Design rx_fifo_ctrl, sky130hd; sources not shown.
**Run 1: clock distribution**

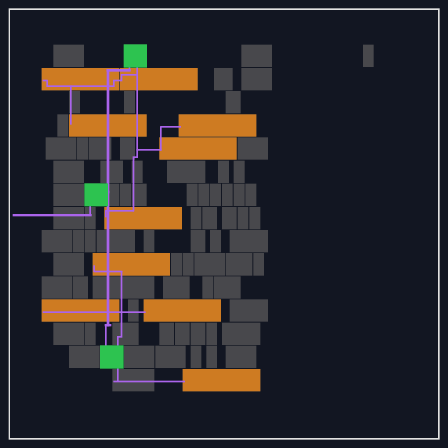
legend:
  purple:
    item: clock wires
    length: 135 um
  green:
    item: clock drivers
    count: 3
  orange:
    item: flip-flops
    count: 10
routed clock nets: 4
Skew-Pair Late Insertion Delay: 0.27 ns
clock power share: 16.3%
power in the clock group: 0.0800 mW

**Run 1: signal wires by layer**

Scale bar: 20 um. Only two layers are drawn.
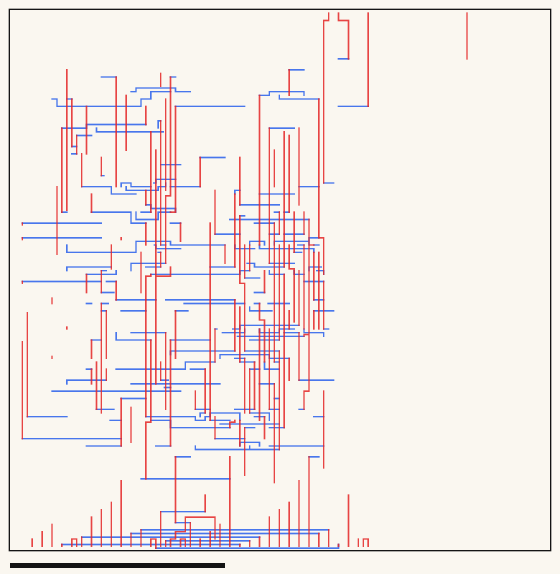
legend:
  red:
    layer: metal 2
    wire_length: 732 um
  blue:
    layer: metal 1
    wire_length: 550 um
final WL: 1.51 mm
Avg WL per Cell: 13.5 um

**Run 1: floorplan with the power grid**

Scale bar: 20 um. Pins as bars on the die edge. Tap cells in grey.
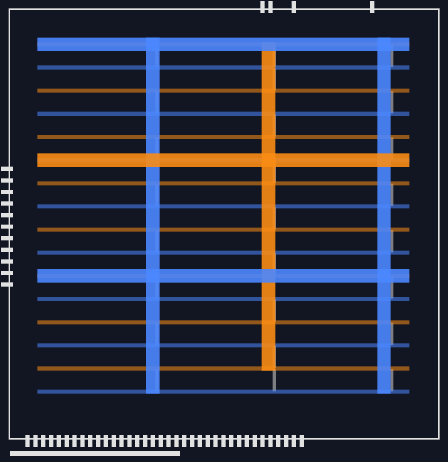
legend:
  blue:
    net: VSS
  orange:
    net: VDD
met4 straps: 3
met1 rails: 16
Core ar.: 1780 sq um
Die Wd: 50.3 um
Max rail drop VDD: 0.000339 V
Die Y: 50.3 um

==> notes.md, run 1 <==
impl run done, here's what came out: run status finished, final reports clean, busiest grt layer met2, Registers, synthesis 10, Commonest cells post-synth 18 x nand2_1, 17 x buf_4, 13 x inv_1, minimum clock period 3.22 ns, grt ovf 0, Finish-stage setup viols 0, DR vias 536, Distinct lib cells used 18, Multi-In Gates 44, logic share of the area 34.2%, Rows 15, Log Warnings 27, chip area line of the yosys report a little over 700 sq um, layout cell share with drive strength beyond 1 a little under a tenth, first-pass GRT wire length 2.59 mm, Avg Inst Size Synth a little over 8 sq um, power per cell area 612 nW/um^2, ys cells 85, Final WS setup approximately 1.4 ns, Syn. warnings 6, area delta synth->final 13.5%, starting density of the core between 30% and 40%, Layout Nets 118, PnR Total Power 0.490 mW, HPWL after DPL 1.26 mm, routability cong. approximately 0.74, met1 Track Usage GR 13.4%, number of enable flip-flop cells 0, Crit Path Max Fanout 2, AO/OA Area Share 6.03%, registers 10, First-pass DRT Iterations 3, bufs w/o clock 16, top sig layer met4, Post-Syn Area 706 sq um, Core Util, Final 44.9%, Seq area share between 30% and 40%, Post-synth seq share a little over a third, met3 WL 201 um, Crit path max-delay family buffers and inverters, htree depth 1, Critical Path End Type output pin, CP max-delay cell clkdlybuf4s50_1, placed insts 108, Clock Buffer Count 4, clk slew on worst S/H paths around 0.070 ns, I/O Pins 51, met1 WL about 550 um, post-cts hold buffer count 0, LEAKAGE 0.405 nW, CP Buf/Inv Count 3, Placed Area 764 sq um, NonClk Buf Share between 20% and 30%, Worst R2R Setup Slack 2.82 ns, Port Buffers 16, Inverters 13, min-delay worst type register to register, CTS tree yes, sequence of cells on the critical path dlygate4sd3_1, inv_1, nor2_1, clkdlybuf4s50_1, vias in the first global route around 610, num tapcells 25, pre-CTS setup slack 1.46 ns, post-detailed-route DRC marker count 0, sequential power share 30.7%, Diodes inserted 0, Setup TNS Final 0 ns, initial antenna violation count 0, top post-synthesis cells by area dfrtp_1 35%, buf_4 18%, nand2_1 9.6%, Setup Fix Bufs, Post-CTS 0, reg2reg path depth 8, Mapped Cells ~85, violation tally from detailed-route iteration zero 3, Peak Freq 0.311 GHz, met3 usage 8.61%, net switching power 0.191 mW, total CTS buffers 3, clock network share of area about 4.5%, Final Hold Vio Count 0, Vias per Instance roughly 4.8, Setup crit start kind input pin, mux cell area share after synthesis 0%, CTS resizes 0, xor+xnor area frac 2.48%
==> inputs of run 2 (changes only) <==
- CORE_UTILIZATION: 36 -> 30
- PLACE_DENSITY: 0.92 -> 0.83
- clock period: 4.6 -> 2.9 ns (I/O delays scaled with it)
**Run 2: signal wires by layer**

Scale bar: 20 um. Only two layers are drawn.
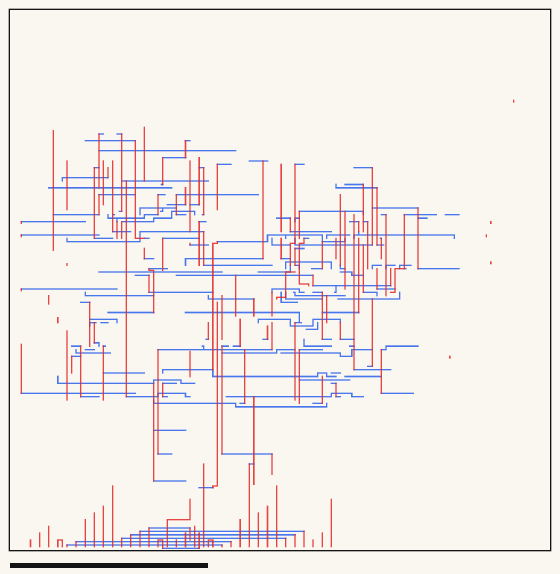
legend:
  red:
    layer: metal 2
    wire_length: 558 um
  blue:
    layer: metal 1
    wire_length: 652 um
Avg WL per Cell: 12.9 um
GRT Total Usage: 11.3%
DR vias: 522
final WL: 1.47 mm

**Run 2: placement by cell class**

Scale bar: 20 um.
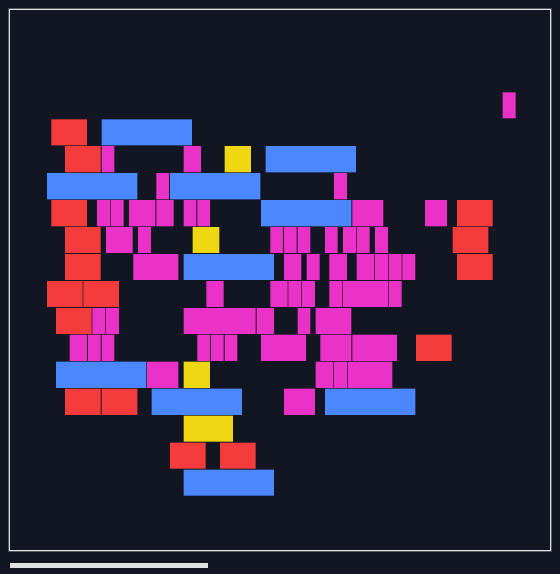
legend:
  yellow:
    class: clock drivers and dummy loads
    cells: 4
    share_of_their_area: 4.7%
  magenta:
    class: combinational and other logic
    cells: 57
    share_of_their_area: 42%
  blue:
    class: flops
    cells: 10
    share_of_their_area: 33%
  red:
    class: other buffers and delay cells
    cells: 16
    share_of_their_area: 21%
Rows: 16
Core ar.: 2080 sq um

==> run 2 against run 1 <==
Core utilization is 6.3 points lower. Cell count is 1.8% higher. Worst setup slack worse by 1.0 ns. First-iteration DRC count stayed put. Combinational power is 56% higher. Largest power group unchanged. Highest routed layer unchanged.
==> notes.md, run 2 <==
impl run done, here's what came out: busiest grt layer met2, LEAKAGE 0.405 nW, Critical Path End Type output pin, Crit Path Max Fanout 2, Crit path max-delay family buffers and inverters, Synth area leader dfrtp_1, non-filler instance count after layout 114, most frequent logic cell in the layout nand2_1, Finish-stage setup viols 0, clock network share of area ~4.5%, Root Driver clkbuf_4, Detail Route Antenna Nets 0, Pins Over Slew Limit 0, Final Hold Vio Count 0, clock power share 16.6%, placed insts 110, first-pass GRT wire length 2.30 mm, top post-synthesis cells by area dfrtp_1 35%, buf_4 18%, nand2_1 9.6%, Filler Cell Count about 230, Setup TNS Final 0 ns, First-pass DRT Iterations 2, power per cell area 960 nW/um^2, total CTS buffers 3, sequence of cells on the critical path dlygate4sd3_1, nor2_1, clkdlybuf4s50_1, vias in the first global route 521, bufs w/o clock 16, Max Root-Sink Buffers 2, Log Warnings 27, area delta synth->final 13.8%, net switching power between 0.2 and 0.3 mW, Peak Freq 0.392 GHz, power in the clock group 0.128 mW, initial antenna violation count 0, Core Util, Final 38.6%, max reg flops 5, met1 Track Usage GR 13.7%, xor+xnor area frac 2.48%, hold path depth 1, layout cell share with drive strength beyond 1 a little under a tenth, Seq area share 31.2%, AO/OA Area Share 6.03%, Die Y 54.5 um, Port Buffers 16, RSZ-0062 raised after global routing false, routability cong. between 0.8 and 0.9, Worst R2R Setup Slack 1.14 ns, Commonest cells post-synth 18 x nand2_1, 17 x buf_4, 13 x inv_1, comb area leader buffers and inverters, number of enable flip-flop cells 0, combinational power about 0.40 mW, CP Data Required Time 2.22 ns, ys cells roughly 85, Worst path max stage delay 0.56 ns, crit share post-route around 90%, CP Buf/Inv Count 2, chip area line of the yosys report 706 sq um, Distinct lib cells used 18, Crit Path Class input pin to output pin, Final WS setup 0.351 ns, logic share of the area 34.1%, mux cell area share after synthesis 0%, NonClk Buf Share roughly 20%, top-count cell post-synth nand2_1, CTS tree yes, Multi-In Gates between 40 and 50, WL met2 557 um, simple share 18.1%, CTS resizes 0, Die Wd ~55 um, min-delay worst type register to register, starting density of the core 33.9%, htree depth 1, Layout Nets 118, Clock Buffer Count 4, grt ovf 0, reg2reg path depth 8, Internal Dissipation 0.473 mW, Placed Area 767 sq um, Avg Inst Size Synth 8.30 sq um, combinational gate area 274 sq um, Diodes inserted 0, post-cts hold buffer count 0, HPWL after DPL around 1.2 mm, violation tally from detailed-route iteration zero 3, Syn. warnings 6, Skew-Pair Late Insertion Delay 0.27 ns, crit path DAT 1.87 ns, Mapped Cells 85, I/O Pins 51, pre-CTS setup slack between 0.3 and 0.4 ns, Max rail drop VDD between 0.0003 and 0.0004 V, most frequent cells in the layout 18 x nand2_1, 14 x clkdlybuf4s50_1, 13 x inv_1, Vias per Instance roughly 4.6, flip-flop and latch power 0.238 mW, Reg area 250 sq um, minimum clock period between 2 and 3 ns, CP Depth 3, Setup Fix Bufs, Post-CTS 0, registers 10, clock sinks 10, Post-synth seq share 35.5%, num tapcells 27, run status finished, final reports clean, top sig layer met4, total die area 2970 sq um, Setup crit start kind input pin, sequential power share 30.9%, Hold Slack about 0.39 ns, post-detailed-route DRC marker count 0, Post-Syn Area 706 sq um, CP max-delay cell clkdlybuf4s50_1, met3 WL 243 um, PnR Total Power between 0.7 and 0.8 mW, clk slew on worst S/H paths 0.07 ns, Inverters 13, Registers, synthesis 10, met1 WL approximately 650 um, met3 usage just under 9%
Power figures rest on the tool's default switching activity, not on a simulated workload.
